===== config.mk =====
export PLATFORM = sky130hd
export DESIGN_NAME = cpu_mem_arbiter
export DESIGN_NICKNAME = d
export VERILOG_FILES = /design/src/rtl/cpu_mem_arbiter_pkg.sv /design/src/rtl/cpu_mem_arbiter_control.sv /design/src/rtl/cpu_mem_arbiter.sv
export SDC_FILE = /design/constraint.sdc
export NUM_CORES = 1
export LEC_CHECK = 0
export CAP_MARGIN = 0
export CORE_ASPECT_RATIO = 1.2
export CORE_MARGIN = 1
export CORE_UTILIZATION = 36
export DETAILED_ROUTE_END_ITERATION = 7
export MAX_ROUTING_LAYER = met4
export PLACE_DENSITY = 0.76
export SLEW_MARGIN = 0
export SYNTH_ARGS = -nofsm -noshare
export SYNTH_HDL_FRONTEND = slang
export SYNTH_HIERARCHICAL = 1
export SYNTH_SLANG_ARGS = --single-unit

===== constraint.sdc =====
create_clock -name clk -period 2.1 [get_ports clk]
set_input_delay 0.42 -clock clk [delete_from_list [all_inputs] [get_ports clk]]
set_output_delay 0.42 -clock clk [all_outputs]
set_load 0.01 [all_outputs]

===== src/rtl/cpu_mem_arbiter_pkg.sv =====
// cpu_mem_arbiter_pkg: shared state and port types for the CPU memory arbiter.
package cpu_mem_arbiter_pkg;
    typedef enum logic [2:0] {IDLE, BUSY_I, BUSY_D, DONE_I, DONE_D} arb_state_t;
    typedef enum logic {PORT_I, PORT_D} arb_port_t;
endpackage


===== src/rtl/cpu_mem_arbiter_control.sv =====
// cpu_mem_arbiter_control: round-robin grant FSM serialising the I and D ports onto pmem.
module cpu_mem_arbiter_control
    import cpu_mem_arbiter_pkg::*;
(
    input  logic      clk,
    input  logic      reset,
    input  logic      i_req,
    input  logic      d_req,
    input  logic      pmem_resp,
    output arb_port_t grant,
    output logic      load,
    output logic      busy,
    output logic      latch_i,
    output logic      latch_d,
    output logic      i_resp,
    output logic      d_resp
);
    arb_state_t state, state_next;
    arb_port_t  last_grant;
    always_ff @(posedge clk or posedge reset) begin
        if (reset) begin
            state      <= IDLE;
            last_grant <= PORT_I;
        end else begin
            state <= state_next;
            if (load) last_grant <= grant;
        end
    end
    always_comb begin
        grant      = (i_req && d_req) ? ((last_grant == PORT_I) ? PORT_D : PORT_I)
                                      : (d_req ? PORT_D : PORT_I);
        load       = (state == IDLE) && (i_req || d_req);
        busy       = (state == BUSY_I) || (state == BUSY_D);
        latch_i    = (state == BUSY_I) && pmem_resp;
        latch_d    = (state == BUSY_D) && pmem_resp;
        i_resp     = state == DONE_I;
        d_resp     = state == DONE_D;
        state_next = state;
        case (state)
            IDLE:    if (load) state_next = (grant == PORT_D) ? BUSY_D : BUSY_I;
            BUSY_I:  if (pmem_resp) state_next = DONE_I;
            BUSY_D:  if (pmem_resp) state_next = DONE_D;
            default: state_next = IDLE;
        endcase
    end
endmodule


===== src/rtl/cpu_mem_arbiter.sv =====
// cpu_mem_arbiter: captures the granted CPU request and replays it on the shared pmem port.
module cpu_mem_arbiter
    import cpu_mem_arbiter_pkg::*;
#(
    parameter int ADDR_WIDTH = 16,
    parameter int DATA_WIDTH = 16
) (
    input  logic                  clk,
    input  logic                  reset,
    input  logic [ADDR_WIDTH-1:0] i_mem_address,
    input  logic [DATA_WIDTH-1:0] i_mem_wdata,
    input  logic                  i_mem_read,
    input  logic                  i_mem_write,
    input  logic [1:0]            i_mem_byte_enable,
    output logic                  i_mem_resp,
    output logic [DATA_WIDTH-1:0] i_mem_rdata,
    input  logic [ADDR_WIDTH-1:0] d_mem_address,
    input  logic [DATA_WIDTH-1:0] d_mem_wdata,
    input  logic                  d_mem_read,
    input  logic                  d_mem_write,
    input  logic [1:0]            d_mem_byte_enable,
    output logic                  d_mem_resp,
    output logic [DATA_WIDTH-1:0] d_mem_rdata,
    output logic [ADDR_WIDTH-1:0] pmem_address,
    output logic [DATA_WIDTH-1:0] pmem_wdata,
    output logic                  pmem_read,
    output logic                  pmem_write,
    output logic [1:0]            pmem_byte_enable,
    input  logic                  pmem_resp,
    input  logic [DATA_WIDTH-1:0] pmem_rdata
);
    arb_port_t grant;
    logic      load, busy, latch_i, latch_d, cap_write, sel_d;
    cpu_mem_arbiter_control u_control (
        .clk       (clk),
        .reset     (reset),
        .i_req     (i_mem_read | i_mem_write),
        .d_req     (d_mem_read | d_mem_write),
        .pmem_resp (pmem_resp),
        .grant     (grant),
        .load      (load),
        .busy      (busy),
        .latch_i   (latch_i),
        .latch_d   (latch_d),
        .i_resp    (i_mem_resp),
        .d_resp    (d_mem_resp)
    );
    assign sel_d      = grant == PORT_D;
    // Write wins when a port raises read and write together.
    assign pmem_read  = busy && !cap_write;
    assign pmem_write = busy && cap_write;
    always_ff @(posedge clk or posedge reset) begin
        if (reset) begin
            pmem_address     <= '0;
            pmem_wdata       <= '0;
            pmem_byte_enable <= '0;
            cap_write        <= 1'b0;
            i_mem_rdata      <= '0;
            d_mem_rdata      <= '0;
        end else begin
            if (load) begin
                pmem_address     <= sel_d ? d_mem_address : i_mem_address;
                pmem_wdata       <= sel_d ? d_mem_wdata : i_mem_wdata;
                pmem_byte_enable <= sel_d ? d_mem_byte_enable : i_mem_byte_enable;
                cap_write        <= sel_d ? d_mem_write : i_mem_write;
            end
            if (latch_i && !cap_write) i_mem_rdata <= pmem_rdata;
            if (latch_d && !cap_write) d_mem_rdata <= pmem_rdata;
        end
    end
endmodule


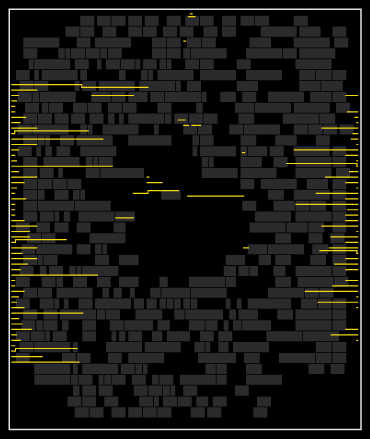
(met3 routing)
(4 px per um) Cells faint in the background.
longest straight run: 25.1 um
wire length on this layer: 559 um
main direction: horizontal
nets with wire on the layer: 96

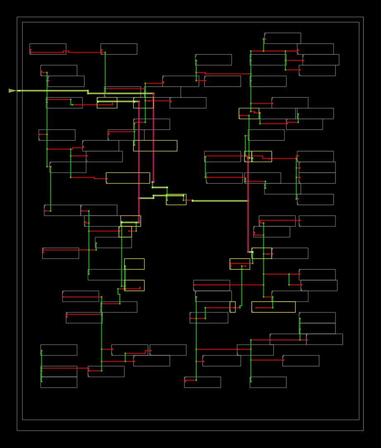
(the clock network)
number of clock sinks: 71
clock buffer count: 11

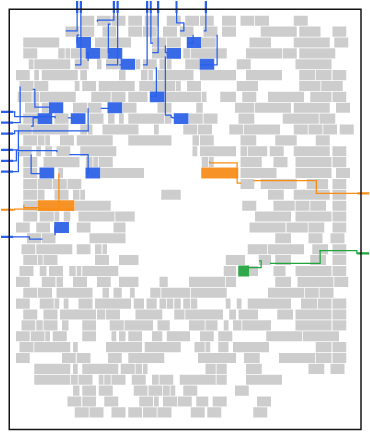
(wires at chosen ports, followed through buffers)
(4 px per um)
legend:
  orange:
    port: pmem_byte_enable
    bits: 2
    direction: output
    edge: 1 east, 1 west
    end_cells: 2
    buffers: 2
    wire: 71.1 um
  blue:
    port: i_mem_address
    bits: 16
    direction: input
    edge: 9 north, 7 west
    end_cells: 16
    buffers: 16
    wire: 268 um
  green:
    port: pmem_read
    bits: 1
    direction: output
    edge: east
    end_cells: 1
    buffers: 1
    wire: 31.1 um

==> out/metrics.csv <==
stage,metric,value,unit
status,status,"finished, final reports clean",
timing,Fmax achieved,499,MHz
worst_setup_path,startpoint of the worst-slack reg-to-reg timing path,u_control/state[0],
worst_setup_path,"setup slack, reg-to-reg",0.39,ns
floorplan,Floorplan Core Area,8560,um2
floorplan,floorplan die height,105,um
floorplan,well tap count,117,
power_and_ir_drop,total power,7.39,mW
finish,Post-Layout Inst Area,5160,um2
clock_tree,hold buffer count at CTS,0,
synthesis,total cell area reported by yosys after synthesis,3160,um2
global_route,pin count of the biggest net entering global routing,57,
clock_tree,clock slew seen by the registers of the worst setup and hold paths,0.08,ns
finish,fill cell count,702,
finish,final core utilization,60.2,%
timing,Max-slew headroom,72.1,%
worst_setup_path,startpoint kind of the worst setup timing path,flop,
floorplan,DIE AREA,9170,um2
worst_setup_path,worst r2r path cells,5,
finish,Multi-In Gates,162,
synthesis,count of different cell masters after synthesis,28,
worst_setup_path,reg-to-reg endpoint,d_mem_rdata[2],
synthesis,average instance area after synthesis,12.5,um2
global_route,global routing met2 resource utilization,25.6,%
global_route,wire length of the first global-routing pass,11500,um
worst_setup_path,"Worst Path Class, Setup",reg2out,
synthesis,synthesized cell area,3160,um2
synthesis,instance tally after logic synthesis,254,
finish,area occupied by registers,1780,um2
synthesis,cell count listed in synth_stat.txt,254,
clock_tree,CTS Buf Count,9,
finish,Antenna Diode Count,0,
global_route,leftover overflow at the end of global routing,0,
drt,number of design-rule violations left by the first detailed-router iteration,101,
floorplan,number of rows in the core area,37,
finish,invs w/o clock,2,
drt,total routed wire length on the met1 layer,3110,um
clock_tree,library cell used as clock root buffer,sky130_fd_sc_hd__clkbuf_8,
worst_setup_path,termination of the worst setup path,i_mem_resp,
finish,post-route insts no fill,539,
timing,Fin. Hold Viols,0,
finish,ClkCell Share,4.76,%
drt,drt pass-1 iters,4,
finish,layout net count,508,
worst_setup_path,critical path capture point type,primary output,
finish,fraction of standard cell area that is sequential,34.5,%
placed_design,number of buffers inserted by port buffering,160,
placed_design,instance area after placement,4910,um2
drt,sum of routed wire length over all layers,7310,um
timing,smallest setup slack after layout,0.0951,ns
run,Log Warnings,26,
timing,RSZ-0062 raised after global routing,no,
clock_tree,insertion delay to the later sink of the worst-skew pair,0.33,ns
clock_tree,clock tree from TritonCTS,built,
global_route,number of antenna violations at the first check in global routing,0,
power_and_ir_drop,leakage dissipation,2.23,nW
global_route,met3 Use GR,5.21,%
timing,actual transition at the worst max-transition pin,0.419,ns
finish,sequential cell count,71,
clock_tree,"buffers from clock root to sink, at most",2,
global_route,vias in the first global route,2498,
timing,sum of negative setup slack,0,ns
power_and_ir_drop,power per standard cell area,1430,nW/um2
worst_setup_path,Critical path origin,u_control/state[2],
run,Maximum Capacitance Violations,0,
clock_tree,CTS H-Tree Depth,3,
finish,most used logic cell in the final layout,sky130_fd_sc_hd__clkdlybuf4s50_1,
floorplan,I/O pin count,161,
global_route,overall fraction of global-route tracks in use,16.7,%
worst_setup_path,largest fanout on the critical path,9,
power_and_ir_drop,maximum vdd ir drop,0.672,mV
floorplan,floorplan die width,87.6,um
finish,combinational share of cell area,24.4,%
finish,highest-count cells in the layout ignoring fill and taps,"sky130_fd_sc_hd__clkdlybuf4s50_1 (157), sky130_fd_sc_hd__dfrtp_1 (69), sky130_fd_sc_hd__a21oi_1 (37)",
worst_setup_path,data arrival time at the worst-slack endpoint,1.58,ns
timing,Finish-stage setup viols,0,
synthesis,yosys warning tally,6,
min_path,worst hold-check path type,in2async,
synthesis,number of flip-flops and latches in the synthesized netlist,71,
drt,uppermost signal routing layer after detailed routing,met4,
finish,number of non-clock buffers in the layout,171,
placed_design,placer congestion estimate,0.742,
timing,Max Transition Viols Final,0,
global_route,grt peak-use layer,met2,
floorplan,effective utilization at floorplan,36.9,%
finish,layout-stage area growth over the synthesis result,63.0,%
timing,clk_skew,0.00885,ns
global_route,met1 capacity usage during global routing,20.4,%
worst_setup_path,required time of the critical path,1.68,ns
drt,average vias per placed instance,4.70,
drt,routed vias,2532,
finish,share of final layout cell area taken by non-clock buffers,33.3,%
synthesis,synthesized netlist net count,345,
timing,hold_ws,0.355,ns
finish,cell type taking the most area,sequential cells,
placed_design,placed cell count,523,
drt,total DRC errors in the routed layout,0,
drt,met3 routed WL,558,um
drt,Met2 Wirelength,3490,um
placed_design,placed wire-length estimate after detailed placement,5510,um
timing,fin crit share,95.5,%
drt,residual antenna-violating net count after detailed routing,0,
placed_design,dpl ws,-0.0194,ns
finish,combinational gate area,1260,um2
finish,share of post-route cells with drive strength above 1,16.1,%
timing,post-route minimum period,2.00,ns
drt,wire per inst,13.6,um
synthesis,sequential area share after synthesis,56.2,%
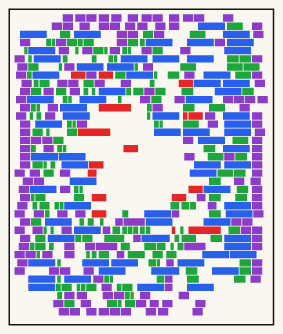
(placed cells, one colour a class)
(3 px per um)
legend:
  purple:
    class: other buffers and delay cells
    cells: 171
    share_of_their_area: 34%
  green:
    class: combinational and other logic
    cells: 164
    share_of_their_area: 25%
  blue:
    class: flops
    cells: 71
    share_of_their_area: 36%
  red:
    class: clock drivers and dummy loads
    cells: 16
    share_of_their_area: 4.9%

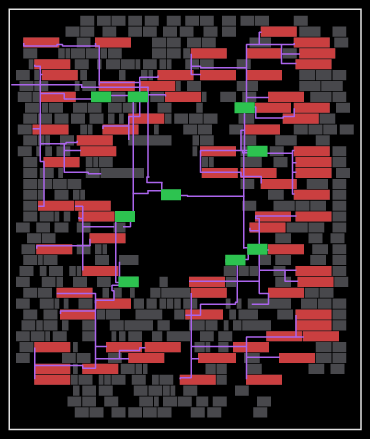
(clock network drawn from the DEF)
(4 px per um)
legend:
  green:
    item: clock drivers
    count: 9
  red:
    item: flip-flops
    count: 71
  purple:
    item: clock wires
    length: 864 um
flops lie: all over the die

[logic make-up after synthesis]
| logic type | share of synthesized area (%) |
|---|---|
| AND-OR/OR-AND | 6.53 |
| AND/OR/NAND/NOR | 8.39 |
| multiplexers | 24.1 |
| flip-flops | 56.2 |
| XOR/XNOR | 0.277 |
| buffers and inverters | 4.51 |
[cells in the mapped netlist, drive strengths merged]
cell | number | area (um2)
a31oi | 1 | 6.26
and2b | 1 | 7.51
a21boi | 1 | 7.51
nor2b | 1 | 6.26
inv | 2 | 7.51
nor3 | 5 | 36.3
nor2 | 36 | 135
buf | 12 | 108
nor4bb | 2 | 20.0
o21a | 1 | 7.51
xnor2 | 1 | 8.76
or2b | 1 | 7.51
nor3b | 1 | 7.51
dfrtp | 71 | 1780
and2 | 1 | 6.26
a21oi | 37 | 185
mux2i | 35 | 350
and3b | 1 | 8.76
clkbuf | 7 | 27.5
nand2 | 1 | 3.75
or2 | 2 | 12.5
mux2 | 33 | 413
nand2b | 1 | 13.8
[power breakdown]
group	total (mW)	internal, mW	switching, mW
sequential	2.46	2.06	0.407
combinational	3.59	2.12	1.47
clock	1.33	0.825	0.502
[worst max-delay path, cell delays in order, from the launching register on]
cell and delay (ns):
sky130_fd_sc_hd__dfrtp_2 0.48, sky130_fd_sc_hd__and3b_1 0.24, sky130_fd_sc_hd__clkdlybuf4s50_1 0.53
[what timing repair did]
action                                  4_1_cts  5_1_grt
endpoints found under the hold margin         0        0
setup buffers                                 0        0
gates resized                                 5        0
endpoints found under the setup margin        3        0
[flip-flops by register name, indices dropped and copies added (netlist names)]
signal	flops
cap_write	1
pmem_address	16
u_control/last_grant	1
u_control/state	3
pmem_wdata	16
pmem_byte_enable	2
i_mem_rdata	16
d_mem_rdata	16
Power figures rest on the tool's default switching activity, not on a simulated workload.
